### src/rtl/seven_segment_capture.sv
// Recovers the two hex digits shown on a multiplexed seven-segment bus.
// Optional SEGCAP_STATS_EN adds saturating frame_count / err_count outputs.
module seven_segment_capture #(
  parameter int unsigned CLK_PER        = 10,
  parameter int unsigned SETTLE_CYCLES  = 8,
  parameter int unsigned STABLE_FRAMES  = 2,
  parameter int unsigned TIMEOUT_CYCLES = 1000000,
  parameter int unsigned SEG_ACTIVE_LOW = 0
) (
  input  logic            clk,
  input  logic            reset,
  input  logic            anodeSel,
  input  logic [6:0]      cathode,
  output logic [1:0][3:0] encoded,
  output logic [1:0]      blank,
  output logic            valid,
  output logic            update,
  output logic            bad_pattern,
  output logic            lost
`ifdef SEGCAP_STATS_EN
  ,
  output logic [15:0]     frame_count,
  output logic [15:0]     err_count
`endif
);

  localparam int unsigned SW = $clog2(SETTLE_CYCLES + 1);
  localparam int unsigned MW = $clog2(STABLE_FRAMES + 1);
  localparam int unsigned TW = $clog2(TIMEOUT_CYCLES + 1);

  if (SETTLE_CYCLES < 1 || STABLE_FRAMES < 1 || CLK_PER < 1) begin : g_bad_param
    $error("seven_segment_capture: invalid parameter");
  end

  typedef enum logic [1:0] {S_IDLE, S_SETTLE, S_SAMPLE, S_HOLD} state_t;

  state_t         state, state_nxt;
  logic           anode_s1, anode_s2, anode_prev;
  logic [6:0]     cath_s1, cath_s2, cath_prev;
  logic [SW-1:0]  settle_cnt;
  logic [TW-1:0]  tmo_cnt;
  logic [6:0]     cand [2];
  logic [MW-1:0]  match_cnt [2];
  logic [1:0]     loaded;

  logic           edge_c, dig_c, same_c, ok_c, blank_c, load_c, changed_c;
  logic [6:0]     seg_c;
  logic [3:0]     nib_c;
  logic [MW-1:0]  cnt_nxt_c;

  // Table lookup: {ok, blank, nibble}
  function automatic logic [5:0] seg_decode(input logic [6:0] seg);
    case (seg)
      7'h3F: return 6'h20; 7'h06: return 6'h21; 7'h5B: return 6'h22; 7'h4F: return 6'h23;
      7'h66: return 6'h24; 7'h6D: return 6'h25; 7'h7D: return 6'h26; 7'h07: return 6'h27;
      7'h7F: return 6'h28; 7'h6F: return 6'h29; 7'h77: return 6'h2A; 7'h7C: return 6'h2B;
      7'h39: return 6'h2C; 7'h5E: return 6'h2D; 7'h79: return 6'h2E; 7'h71: return 6'h2F;
      7'h00: return 6'h30;
      default: return 6'h00;
    endcase
  endfunction

  // Input synchronisers plus one aligned stage used for edge detect and sampling
  always_ff @(posedge clk) begin
    if (reset) begin
      anode_s1   <= 1'b0;
      anode_s2   <= 1'b0;
      anode_prev <= 1'b0;
      cath_s1    <= 7'd0;
      cath_s2    <= 7'd0;
      cath_prev  <= 7'd0;
    end else begin
      anode_s1   <= anodeSel;
      anode_s2   <= anode_s1;
      anode_prev <= anode_s2;
      cath_s1    <= cathode;
      cath_s2    <= cath_s1;
      cath_prev  <= cath_s2;
    end
  end

  assign edge_c = anode_s2 ^ anode_prev;

  always_ff @(posedge clk) begin
    if (reset) state <= S_IDLE;
    else       state <= state_nxt;
  end

  always_comb begin
    state_nxt = state;
    unique case (state)
      S_IDLE:   if (edge_c) state_nxt = S_SETTLE;
      S_SETTLE: if (!edge_c && settle_cnt == SW'(SETTLE_CYCLES - 1)) state_nxt = S_SAMPLE;
      S_SAMPLE: state_nxt = edge_c ? S_SETTLE : S_HOLD;
      S_HOLD:   if (edge_c) state_nxt = S_SETTLE;
      default:  state_nxt = S_IDLE;
    endcase
  end

  // Settle timer restarts on any edge so glitches push the sample point out
  always_ff @(posedge clk) begin
    if (reset || state != S_SETTLE || edge_c) settle_cnt <= '0;
    else                                       settle_cnt <= settle_cnt + SW'(1);
  end

  // Sample datapath: the prev stage still holds the settled digit if an edge lands in SAMPLE
  always_comb begin
    seg_c     = (SEG_ACTIVE_LOW != 0) ? ~cath_prev : cath_prev;
    dig_c     = ~anode_prev;
    {ok_c, blank_c, nib_c} = seg_decode(seg_c);
    same_c    = (seg_c == cand[dig_c]);
    cnt_nxt_c = MW'(1);
    if (!ok_c)
      cnt_nxt_c = '0;
    else if (same_c)
      cnt_nxt_c = (match_cnt[dig_c] == MW'(STABLE_FRAMES)) ? match_cnt[dig_c]
                                                            : match_cnt[dig_c] + MW'(1);
    load_c    = (state == S_SAMPLE) && ok_c && !lost && (cnt_nxt_c == MW'(STABLE_FRAMES));
    changed_c = ({blank_c, nib_c} != {blank[dig_c], encoded[dig_c]});
  end

  always_ff @(posedge clk) begin
    if (reset) begin
      cand[0]      <= 7'd0;
      cand[1]      <= 7'd0;
      match_cnt[0] <= '0;
      match_cnt[1] <= '0;
      loaded       <= 2'b00;
      encoded      <= '0;
      blank        <= 2'b00;
      valid        <= 1'b0;
      update       <= 1'b0;
      bad_pattern  <= 1'b0;
    end else begin
      update      <= 1'b0;
      bad_pattern <= 1'b0;
      if (state == S_SAMPLE) begin
        bad_pattern      <= ~ok_c;
        match_cnt[dig_c] <= cnt_nxt_c;
        if (ok_c && !same_c) cand[dig_c] <= seg_c;
        if (load_c) begin
          encoded[dig_c] <= nib_c;
          blank[dig_c]   <= blank_c;
          loaded[dig_c]  <= 1'b1;
          update         <= changed_c;
          if (loaded[~dig_c]) valid <= 1'b1;
        end
      end
    end
  end

  // Loss-of-signal watchdog
  always_ff @(posedge clk) begin
    if (reset) begin
      tmo_cnt <= '0;
      lost    <= 1'b0;
    end else if (edge_c) begin
      tmo_cnt <= '0;
      lost    <= 1'b0;
    end else begin
      if (tmo_cnt != TW'(TIMEOUT_CYCLES)) tmo_cnt <= tmo_cnt + TW'(1);
      lost <= (tmo_cnt == TW'(TIMEOUT_CYCLES));
    end
  end

`ifdef SEGCAP_STATS_EN
  always_ff @(posedge clk) begin
    if (reset) begin
      frame_count <= 16'd0;
      err_count   <= 16'd0;
    end else if (state == S_SAMPLE) begin
      if (frame_count != 16'hFFFF)        frame_count <= frame_count + 16'd1;
      if (!ok_c && err_count != 16'hFFFF) err_count   <= err_count + 16'd1;
    end
  end
`endif

endmodule

### config.mk
export PLATFORM = sky130hd
export DESIGN_NAME = seven_segment_capture
export DESIGN_NICKNAME = d
export VERILOG_FILES = /design/src/rtl/seven_segment_capture.sv
export SDC_FILE = /design/constraint.sdc
export NUM_CORES = 1
export LEC_CHECK = 0
export CELL_PAD_IN_SITES_DETAIL_PLACEMENT = 1
export CELL_PAD_IN_SITES_GLOBAL_PLACEMENT = 1
export CORE_UTILIZATION = 53
export DETAILED_ROUTE_END_ITERATION = 8
export DONT_BUFFER_PORTS = 1
export GPL_TIMING_DRIVEN = 1
export PLACE_DENSITY_LB_ADDON = 0.08
export SLEW_MARGIN = 20
export SYNTH_ARGS = -nofsm -noshare
export SYNTH_HDL_FRONTEND = slang
export SYNTH_SLANG_ARGS = --single-unit
### constraint.sdc
create_clock -name clk -period 8.95 [get_ports clk]
set_input_delay 0.895 -clock clk [delete_from_list [all_inputs] [get_ports clk]]
set_output_delay 0.895 -clock clk [all_outputs]
set_load 0.02 [all_outputs]
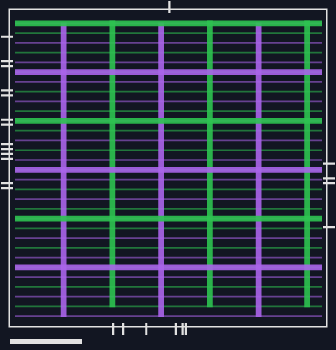
run_1/floorplan.png
The bar under the picture is 20 um long. Pins as bars on the die edge.
legend:
  VDD:
    color: green
  VSS:
    color: purple
signal pins: 24
met4 straps: 6
met1 rails: 31
met5 straps: 6
worst vdd rail ir drop: 152.0 uV
die height: 88.03 um
horizontal extent of the die: 88.03 um
floorplan core area: 0.006982 mm^2

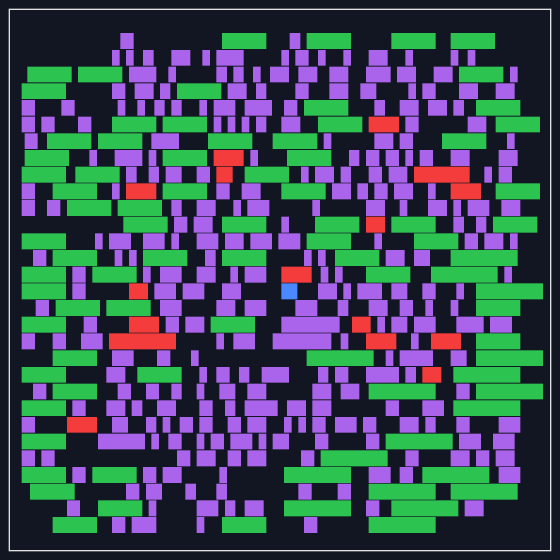
run_1/class_map.png
legend:
  registers:
    color: green
    cells: 84
    share_of_their_area: 46%
  remaining logic cells:
    color: purple
    cells: 285
    share_of_their_area: 49%
  remaining buffers and delay cells:
    color: blue
    cells: 1
    share_of_their_area: 0.18%
  clock drivers and dummy loads:
    color: red
    cells: 16
    share_of_their_area: 5.5%
sequential fraction of total cell area: 0.4451
Site Rows: 30

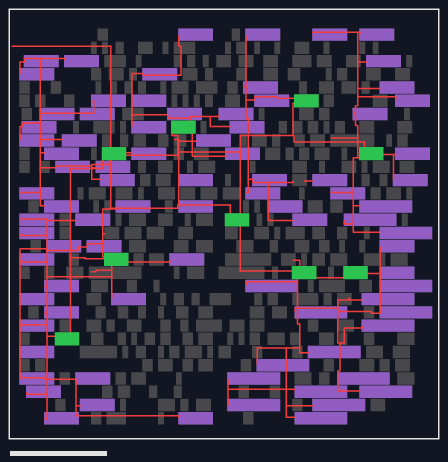
run_1/clock_wires.png
The bar under the picture is 20 um long.
legend:
  clock-net drivers:
    color: green
    count: 9
  flip-flops:
    color: purple
    count: 84
  clock wires:
    color: red
    length: 1020 um
routed clock nets: 10
flops lie: all over the die
setup clock skew after layout: 0.009177 ns
Clk power: 0.000298 W
clock network fraction of design power: 0.370

## run 1: kinds of logic (layout without fill, tap and decap cells)
group,count (synthesis),count (layout),share of synthesized area
compound gates,26,26,0.05710
xor+xnor,35,35,0.07815
fa+ha+maj,6,6,0.01914
buf+inv,30,26,0.03126
flops,84,84,0.4746
mux,26,26,0.06667
simple gates,183,183,0.2730
## run 1: sequential cells by signal (all words and copies together), names as in the netlist, 2 cells and up
register    flops
settle_cnt      4
cand           14
match_cnt       4
cath_s1         7
cath_s2         7
tmo_cnt        20
blank           2
loaded          2
state           2
encoded         8
cath_prev       7
## run 1: critical path, stage by stage, from the launching register on
cell and delay, ns:
dfxtp_1 0.54, buf_4 0.33, mux2i_1 0.13, ha_1 0.32, nor4bb_1 0.52, nand2_1 0.12, nand4b_1 0.25, a311oi_4 0.55
mux2i_1 0.29, nor2_1 0.06
## run 1: cell type report
type                       count  area (um^2)  share of cell area
clock buffer                  10        148.9             0.03560
clock inverter                 6        72.57             0.01735
inverter                       9        33.78            0.008077
tap                           96        120.1             0.02872
multi-input combinational    276         1938              0.4634
sequential                    84         1862              0.4451
timing repair buffer           1        7.507            0.001795
## run 1: through the flow
stage	total power (W)	hold slack (ns)	instance area [um^2]	util	setup slack, ns
after floorplan	0.0004955	0.4138	3923	-	5.949
after global placement	0.0005092	0.4167	3961	0.5674	5.935
after detailed placement	0.0005158	0.4247	3961	0.5674	5.793
after CTS	0.0008151	0.4463	4183	0.5991	5.697
after global routing	0.0008454	0.4556	4183	0.5991	5.465
final	0.0008065	0.4462	4183	0.5991	5.725
## run 1: routing by layer
| metal | routed length, um | global-route usage |
|---|---|---|
| met1 | 3915 | 0.2829 |
| met2 | 3926 | 0.3961 |
| met3 | 272 | 0.07446 |
| met4 | 184 | 0.09238 |
| met5 | 0 | 0 |
==> run_summary.xml, run 1 <==
<?xml version="1.0" encoding="UTF-8"?>
<metrics>
  <group name="setup_path">
    <metric name="worst_r2r_path_depth" unit="">9</metric>
    <metric name="critical_path.endpoint" unit="">blank[1]$_SDFFE_PP0P_</metric>
    <metric name="critical_path.max_fanout" unit="">15</metric>
    <metric name="cp-end-kind" unit="">flip-flop</metric>
    <metric name="critPathKind" unit="">reg2reg</metric>
  </group>
  <group name="layout">
    <metric name="final_nets" unit="">397</metric>
    <metric name="n_fill_cell" unit="">781</metric>
    <metric name="fraction_of_final_layout_cells_with_drive_strength_greater_than_1" unit="">0.07772</metric>
  </group>
  <group name="pwr">
    <metric name="seq_power" unit="W">0.000419</metric>
    <metric name="pwr_density_cell" unit="mW/mm^2">192.8</metric>
    <metric name="switching_power" unit="W">0.0002155</metric>
    <metric name="share_comb_of_total_power" unit="">0.111</metric>
  </group>
  <group name="yosys">
    <metric name="syn_inst" unit="">390</metric>
    <metric name="mappedNetlistArea" unit="mm^2">0.003923</metric>
    <metric name="ys_area" unit="mm^2">0.003923</metric>
    <metric name="synth_nets" unit="">406</metric>
    <metric name="synth-edff-count" unit="">18</metric>
    <metric name="synth.ff_latch_count" unit="">84</metric>
  </group>
  <group name="global_route">
    <metric name="antenna_found_initial" unit="">0</metric>
    <metric name="globalRoute.totalOverflow" unit="">0</metric>
    <metric name="wire_length_of_the_first_global_routing_pass" unit="um">13640</metric>
    <metric name="grt.total_usage" unit="">0.2362</metric>
    <metric name="number_of_global_route_vias_before_repair" unit="">2739</metric>
  </group>
  <group name="floorplan">
    <metric name="initCoreUtil" unit="">0.5618</metric>
    <metric name="floorplan.die_area" unit="mm^2">0.007749</metric>
  </group>
  <group name="timing">
    <metric name="final_max_slew_viol_count" unit="">0</metric>
    <metric name="final_period_minus_worst_setup_slack" unit="ns">3.225</metric>
    <metric name="finalHoldViolCount" unit="">0</metric>
    <metric name="setup_viol" unit="">0</metric>
    <metric name="finalSetupTns" unit="ns">0</metric>
  </group>
  <group name="route">
    <metric name="remaining_drc_errors" unit="">0</metric>
    <metric name="route.final.wire_length" unit="um">8299</metric>
    <metric name="ant_nets" unit="">0</metric>
    <metric name="routed_wire_length_per_instance" unit="um">17.22</metric>
    <metric name="dr.first_iter.drc_count" unit="">69</metric>
  </group>
  <group name="status">
    <metric name="result_of_the_run" unit="">finished, final reports clean</metric>
  </group>
  <group name="place">
    <metric name="buffer_ports.inserted" unit="">0</metric>
    <metric name="detailed_place_hpwl" unit="um">5746</metric>
    <metric name="gp_congestion" unit="">0.8258</metric>
  </group>
  <group name="min_path">
    <metric name="min_path_type" unit="">reg2reg</metric>
    <metric name="min_delay_path_depth" unit="">1</metric>
  </group>
  <group name="cts">
    <metric name="tritoncts.num_buffers" unit="">9</metric>
    <metric name="worst_skew_pair.late_latency" unit="ns">0.36</metric>
    <metric name="clk_transition_reported_paths" unit="ns">0.09</metric>
    <metric name="root_cell_of_the_clock_tree" unit="">clkbuf_8</metric>
  </group>
</metrics>
--- run 2 (diff from run 1) ---
--- a/config.mk
+++ b/config.mk
@@ -7,7 +7,7 @@
 export LEC_CHECK = 0
 export CELL_PAD_IN_SITES_DETAIL_PLACEMENT = 1
 export CELL_PAD_IN_SITES_GLOBAL_PLACEMENT = 1
-export CORE_UTILIZATION = 53
+export CORE_UTILIZATION = 50
 export DETAILED_ROUTE_END_ITERATION = 8
 export DONT_BUFFER_PORTS = 1
 export GPL_TIMING_DRIVEN = 1
==> constraint.sdc (replaced) <==
create_clock -name clk -period 3 [get_ports clk]
set_input_delay 0.3 -clock clk [delete_from_list [all_inputs] [get_ports clk]]
set_output_delay 0.3 -clock clk [all_outputs]
set_load 0.02 [all_outputs]
==> run 2 against run 1 <==
  * Cell count is 3.3% higher
  * Worst hold slack worse by 0.43 ns
  * Setup slack worse by 5.5 ns
  * Routed wire length is 1.5% higher
  * Die size is 5.9% higher
  * Via count is 0.48% higher
  * Cell area is 2.0% higher
  * Clock power went up to 2.6 times the previous value
  * Largest cell class unchanged
  * Synthesized area stayed put
  * Combinational power went up to 3.3 times the previous value
==> run_summary.xml, run 2 <==
<?xml version="1.0" encoding="UTF-8"?>
<metrics>
  <group name="status">
    <metric name="result_of_the_run" unit="">finished, final reports clean</metric>
  </group>
  <group name="setup_path">
    <metric name="timing.critical_path.cells" unit="">or4b_1, a21oi_1, a21oi_1, nand3_2, nor4b_2, or2_1</metric>
    <metric name="critPathKind" unit="">reg2reg</metric>
    <metric name="cp-end-kind" unit="">flip-flop</metric>
    <metric name="cp_slowest_cell" unit="">dfxtp_1</metric>
    <metric name="crit_buf_inv" unit="">0</metric>
    <metric name="worst_path_most_repeated_cell" unit="">a21oi_1</metric>
  </group>
  <group name="floorplan">
    <metric name="die-width" unit="um">90.57</metric>
    <metric name="floorplan.rows" unit="">31</metric>
    <metric name="floorplan.die_area" unit="mm^2">0.008203</metric>
    <metric name="floorplan.die.height" unit="um">90.57</metric>
    <metric name="placeableCoreArea" unit="mm^2">0.007408</metric>
    <metric name="initCoreUtil" unit="">0.5295</metric>
  </group>
  <group name="place">
    <metric name="gp_congestion" unit="">0.8524</metric>
    <metric name="buffer_ports.inserted" unit="">0</metric>
    <metric name="place_ws" unit="ns">0.1024</metric>
    <metric name="detailed_place_hpwl" unit="um">6021</metric>
  </group>
  <group name="global_route">
    <metric name="wire_length_of_the_first_global_routing_pass" unit="um">13950</metric>
  </group>
  <group name="yosys">
    <metric name="syn_inst" unit="">390</metric>
    <metric name="synth.ff_latch_count" unit="">84</metric>
    <metric name="synth_nets" unit="">406</metric>
    <metric name="ys_area" unit="mm^2">0.003923</metric>
    <metric name="mappedNetlistArea" unit="mm^2">0.003923</metric>
  </group>
  <group name="layout">
    <metric name="number_of_flip_flops_in_the_largest_register" unit="">20</metric>
    <metric name="post_layout_utilization_of_the_core" unit="">0.5757</metric>
    <metric name="finish.instance_area" unit="mm^2">0.004265</metric>
    <metric name="n_fill_cell" unit="">832</metric>
    <metric name="max_flop_register" unit="">tmo_cnt</metric>
    <metric name="fraction_of_final_layout_cells_with_drive_strength_greater_than_1" unit="">0.1078</metric>
  </group>
  <group name="pwr">
    <metric name="design_power_total" unit="W">0.002311</metric>
    <metric name="pwr_density_cell" unit="mW/mm^2">541.9</metric>
    <metric name="irDropWorstVdd" unit="uV">356.8</metric>
  </group>
  <group name="route">
    <metric name="dr.first_iter.drc_count" unit="">96</metric>
    <metric name="ant_nets" unit="">0</metric>
  </group>
  <group name="timing">
    <metric name="final_period_minus_worst_setup_slack" unit="ns">2.748</metric>
    <metric name="hold_ws" unit="ns">0.01660</metric>
    <metric name="finalSetupTns" unit="ns">0</metric>
    <metric name="final_max_slew_viol_count" unit="">0</metric>
    <metric name="setup_viol" unit="">0</metric>
  </group>
  <group name="min_path">
    <metric name="min_path_type" unit="">in2reg</metric>
  </group>
  <group name="cts">
    <metric name="tritoncts.num_buffers" unit="">9</metric>
  </group>
</metrics>
[run 2: cell counts after synthesis]
Identical to the previous run, type by type.
[run 2: path summary, 6_finish.rpt]
kind,start,endpoint,depth (start not counted)
worst max register to register,cath_prev[3]$_SDFF_PP0_,cand[0][6]$_SDFFCE_PN0P_,6
worst min register to register,cath_s2[2]$_SDFF_PP0_,cath_prev[2]$_SDFF_PP0_,1
worst max-delay path,cath_prev[3]$_SDFF_PP0_,cand[0][6]$_SDFFCE_PN0P_,6
worst min-delay path,reset,encoded[2]$_SDFFE_PP0P_,1
[run 2: cell type report]
type | count | area (um^2) | share of cell area
sequential | 84 | 1862 | 0.4365
clock inverter | 5 | 51.30 | 0.01203
clock buffer | 11 | 131.4 | 0.03080
inverter | 9 | 33.78 | 0.007920
tap | 99 | 123.9 | 0.02904
timing repair buffer | 14 | 105.1 | 0.02464
multi-input combinational | 276 | 1958 | 0.4591
[run 2: kinds of logic (layout without fill, tap and decap cells)]
kind of cell / Yosys count / count (layout) / share of synthesized area
buffers and inverters: 30 / 39 / 0.03126
XOR/XNOR: 35 / 35 / 0.07815
AND/OR/NAND/NOR: 183 / 183 / 0.2730
multiplexers: 26 / 26 / 0.06667
flip-flops: 84 / 84 / 0.4746
AND-OR/OR-AND: 26 / 26 / 0.05710
adder cells (fa/ha/maj): 6 / 6 / 0.01914
[run 2: routing by layer]
layer  GRT usage  part of all wire  wire, um
met5           0                 0         0
met4     0.08065             0.015       123
met3     0.04461             0.031       264
met2      0.3453              0.45      3763
met1      0.2920              0.51      4273
[run 2: power by group]
group          internal (W)  total, W  switching, W  leakage [nW]
sequential          0.00121   0.00125     0.0000362         0.723
clock              0.000382  0.000775      0.000393        0.0974
combinational      0.000126  0.000291      0.000166         0.670
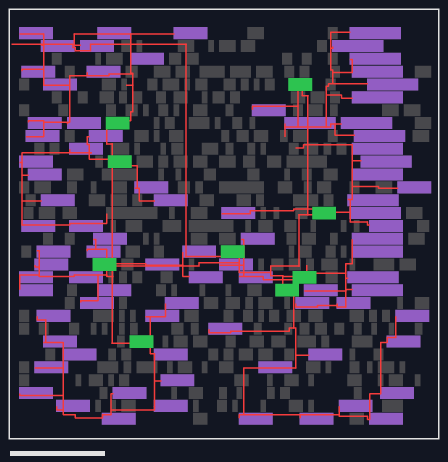
run_2/clock_wires.png
The bar under the picture is 20 um long.
legend:
  clock-net drivers:
    color: green
    count: 9
  clock wires:
    color: red
    length: 993 um
  flip-flops:
    color: purple
    count: 84
routed clock nets: 10
Clk Latency, worst-skew pair: 0.35 ns
setup clock skew after layout: 0.009881 ns
clock network fraction of design power: 0.335

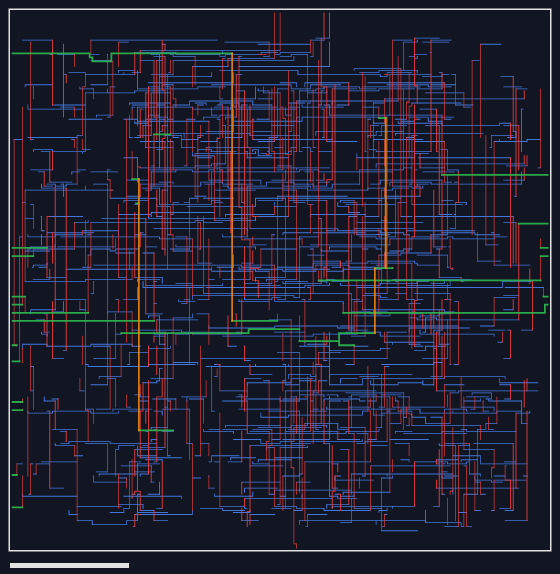
run_2/layers.png
The bar under the picture is 20 um long.
legend:
  M1:
    color: blue
    wire_length: 4270 um
  M3:
    color: green
    wire_length: 264 um
  M2:
    color: red
    wire_length: 3760 um
  M4:
    color: orange
    wire_length: 123 um
total wire length after detailed routing: 8424 um
routed wirelength normalized by instance count: 16.92 um
total global routing track utilization: 0.2176

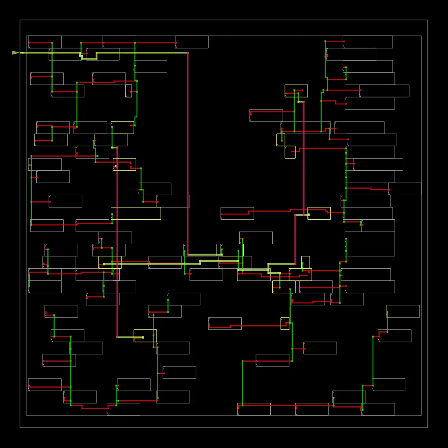
run_2/clock_nets.png
tally of clock buffers in the finished layout: 11
Clk power: 0.000775 W

--- run 3 (diff from run 2) ---
--- a/config.mk
+++ b/config.mk
@@ -7,9 +7,10 @@
 export LEC_CHECK = 0
 export CELL_PAD_IN_SITES_DETAIL_PLACEMENT = 1
 export CELL_PAD_IN_SITES_GLOBAL_PLACEMENT = 1
-export CORE_UTILIZATION = 50
+export CORE_UTILIZATION = 45
 export DETAILED_ROUTE_END_ITERATION = 8
 export DONT_BUFFER_PORTS = 1
+export GPL_ROUTABILITY_DRIVEN = 0
 export GPL_TIMING_DRIVEN = 1
 export PLACE_DENSITY_LB_ADDON = 0.08
 export SLEW_MARGIN = 20
==> constraint.sdc (replaced) <==
create_clock -name clk -period 2.4 [get_ports clk]
set_input_delay 0.24 -clock clk [delete_from_list [all_inputs] [get_ports clk]]
set_output_delay 0.24 -clock clk [all_outputs]
set_load 0.05 [all_outputs]
==> run 3 against run 2 <==
  * Fmax is 18% higher
  * Routed wire length is 11% higher
  * Worst hold slack better by 0.019 ns
  * Largest power group unchanged
  * Cell count is 7.6% higher
  * Critical path type unchanged
  * Clock skew is 0.010 ns higher
  * Power is 29% higher
==> run_summary.xml, run 3 <==
<?xml version="1.0" encoding="UTF-8"?>
<metrics>
  <group name="status">
    <metric name="result_of_the_run" unit="">finished, final reports clean</metric>
  </group>
  <group name="cts">
    <metric name="tritoncts.num_buffers" unit="">9</metric>
  </group>
  <group name="global_route">
    <metric name="wire_length_of_the_first_global_routing_pass" unit="um">15390</metric>
  </group>
  <group name="setup_path">
    <metric name="worst_r2r_path_depth" unit="">7</metric>
    <metric name="critical_path.reg2reg.startpoint" unit="">cath_prev[4]$_SDFF_PP0_</metric>
    <metric name="crit_start" unit="">cath_prev[4]$_SDFF_PP0_</metric>
    <metric name="critical_path.endpoint" unit="">cand[0][3]$_SDFFCE_PN0P_</metric>
  </group>
  <group name="min_path">
    <metric name="min_delay_path_depth" unit="">2</metric>
  </group>
  <group name="place">
    <metric name="detailed_place_hpwl" unit="um">6592</metric>
    <metric name="place_ws" unit="ns">0.03388</metric>
    <metric name="buffer_ports.inserted" unit="">0</metric>
  </group>
  <group name="yosys">
    <metric name="synth_nets" unit="">406</metric>
    <metric name="syn_inst" unit="">390</metric>
    <metric name="mappedNetlistArea" unit="mm^2">0.003923</metric>
  </group>
  <group name="layout">
    <metric name="fraction_of_final_layout_cells_with_drive_strength_greater_than_1" unit="">0.1833</metric>
    <metric name="final-seq-area" unit="mm^2">0.001866</metric>
  </group>
  <group name="floorplan">
    <metric name="initCoreUtil" unit="">0.4703</metric>
    <metric name="die-width" unit="um">95.37</metric>
    <metric name="floorplan.rows" unit="">33</metric>
  </group>
  <group name="pwr">
    <metric name="pwr_density_cell" unit="mW/mm^2">645.5</metric>
  </group>
  <group name="timing">
    <metric name="finalSetupTns" unit="ns">0</metric>
  </group>
</metrics>
==> run 3: per-layer routing <==
metal / vias to the layer above / wire (um) / track usage
li1: 1424 / - / -
met1: 1476 / 4384 / 0.2841
met2: 46 / 4552 / 0.3827
met3: 19 / 285 / 0.05742
met4: 0 / 161 / 0.07449
met5: - / 0 / 0
==> run 3: layout make-up <==
type,count,share of cell area
multi-input cells,276,0.4339
flip-flops and latches,84,0.4033
repair buffers,46,0.08710
well taps,105,0.02840
clock buffers,9,0.02678
clock inverters,7,0.01325
inverters,9,0.007303
==> run 3: cells by family after synthesis <==
logic type                 count (synthesis)  synth area share
xor gates and xnor gates                  35           0.07815
and+or+nand+nor                          183            0.2730
buffers and inverters                     30           0.03126
AOI/OAI and AO/OA                         26           0.05710
DFF                                       84            0.4746
adders and majority gates                  6           0.01914
muxes                                     26           0.06667
==> run 3: stage by stage <==
stage | instances | power [W]
final | 536 | 0.002986
after global routing | 536 | 0.003136
after CTS | 535 | 0.003011
after detailed placement | 510 | 0.001992
after global placement | 510 | 0.001965
after floorplan | 390 | 0.001868
==> run 3: worst max-delay path: stages, from the launching register on <==
cell and delay, ns:
dfxtp_1 0.37, or3b_1 0.42, a2111oi_4 0.43, a211oi_4 0.12, nand3_2 0.13, buf_4 0.14
or3b_4 0.41, nor3_1 0.14
==> run 3: repair_timing <==
action                     in CTS  in global routing
hold endpoints to repair       38                  0
pin swaps                       0                  0
setup endpoints to repair      14                 30
setup buffers                   0                  1
hold buffers                    9                  0
gates resized                   2                 11
gates cloned                    0                  0
==> run 3: where the power goes <==
group | switching, W | internal (W)
logic | 0.000238 | 0.000199
clock network | 0.000590 | 0.000403
registers | 0.0000448 | 0.00151
total | 0.000872 | 0.00211
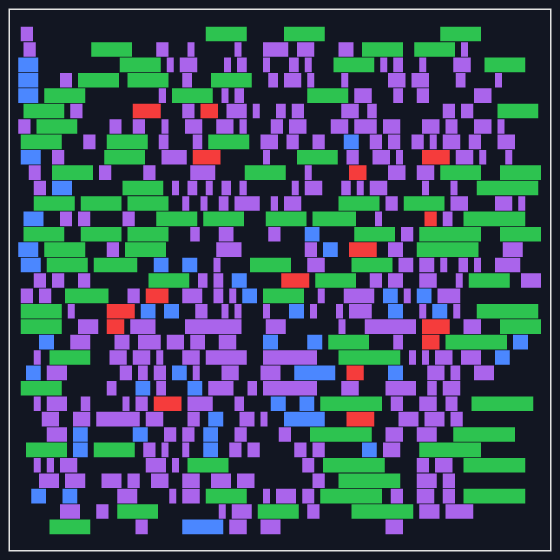
run_3/class_map.png
legend:
  remaining buffers and delay cells:
    color: blue
    cells: 46
    share_of_their_area: 9.0%
  clock drivers and dummy loads:
    color: red
    cells: 16
    share_of_their_area: 4.1%
  remaining logic cells:
    color: purple
    cells: 285
    share_of_their_area: 45%
  registers:
    color: green
    cells: 84
    share_of_their_area: 42%
sequential fraction of total cell area: 0.4033
post-layout instance area: 0.004626 mm^2
post-layout utilization of the core: 0.5546
floorplan core area: 0.008341 mm^2

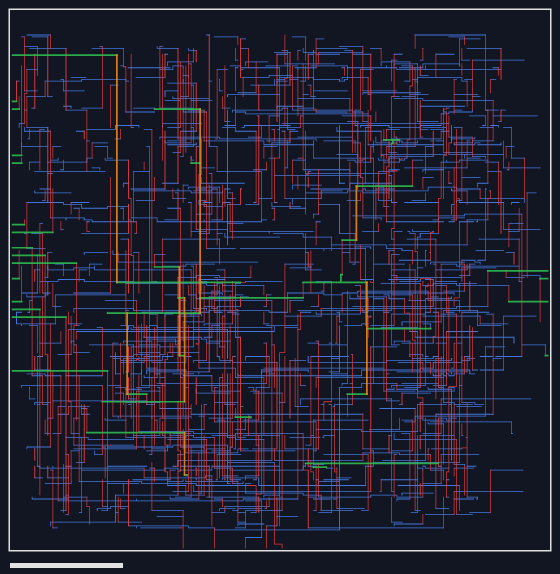
run_3/layers.png
The bar under the picture is 20 um long.
legend:
  M2:
    color: red
    wire_length: 4550 um
  M3:
    color: green
    wire_length: 286 um
  M4:
    color: orange
    wire_length: 161 um
  M1:
    color: blue
    wire_length: 4380 um
total wire length after detailed routing: 9383 um
DR vias: 2965
total global routing track utilization: 0.2278

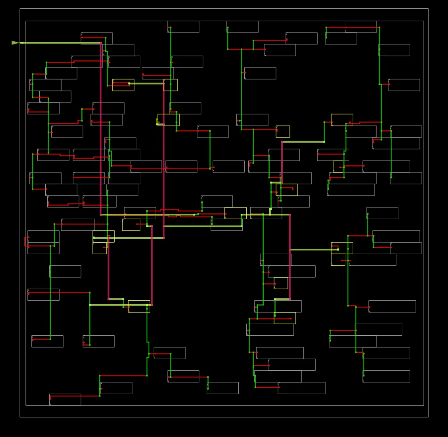
run_3/clock_nets.png
setup clock skew after layout: 0.01983 ns
clk sinks: 84
Clk power: 0.000992 W
Clk Latency, worst-skew pair: 0.38 ns

No activity file was given, so power comes from the tool's default toggle rates.
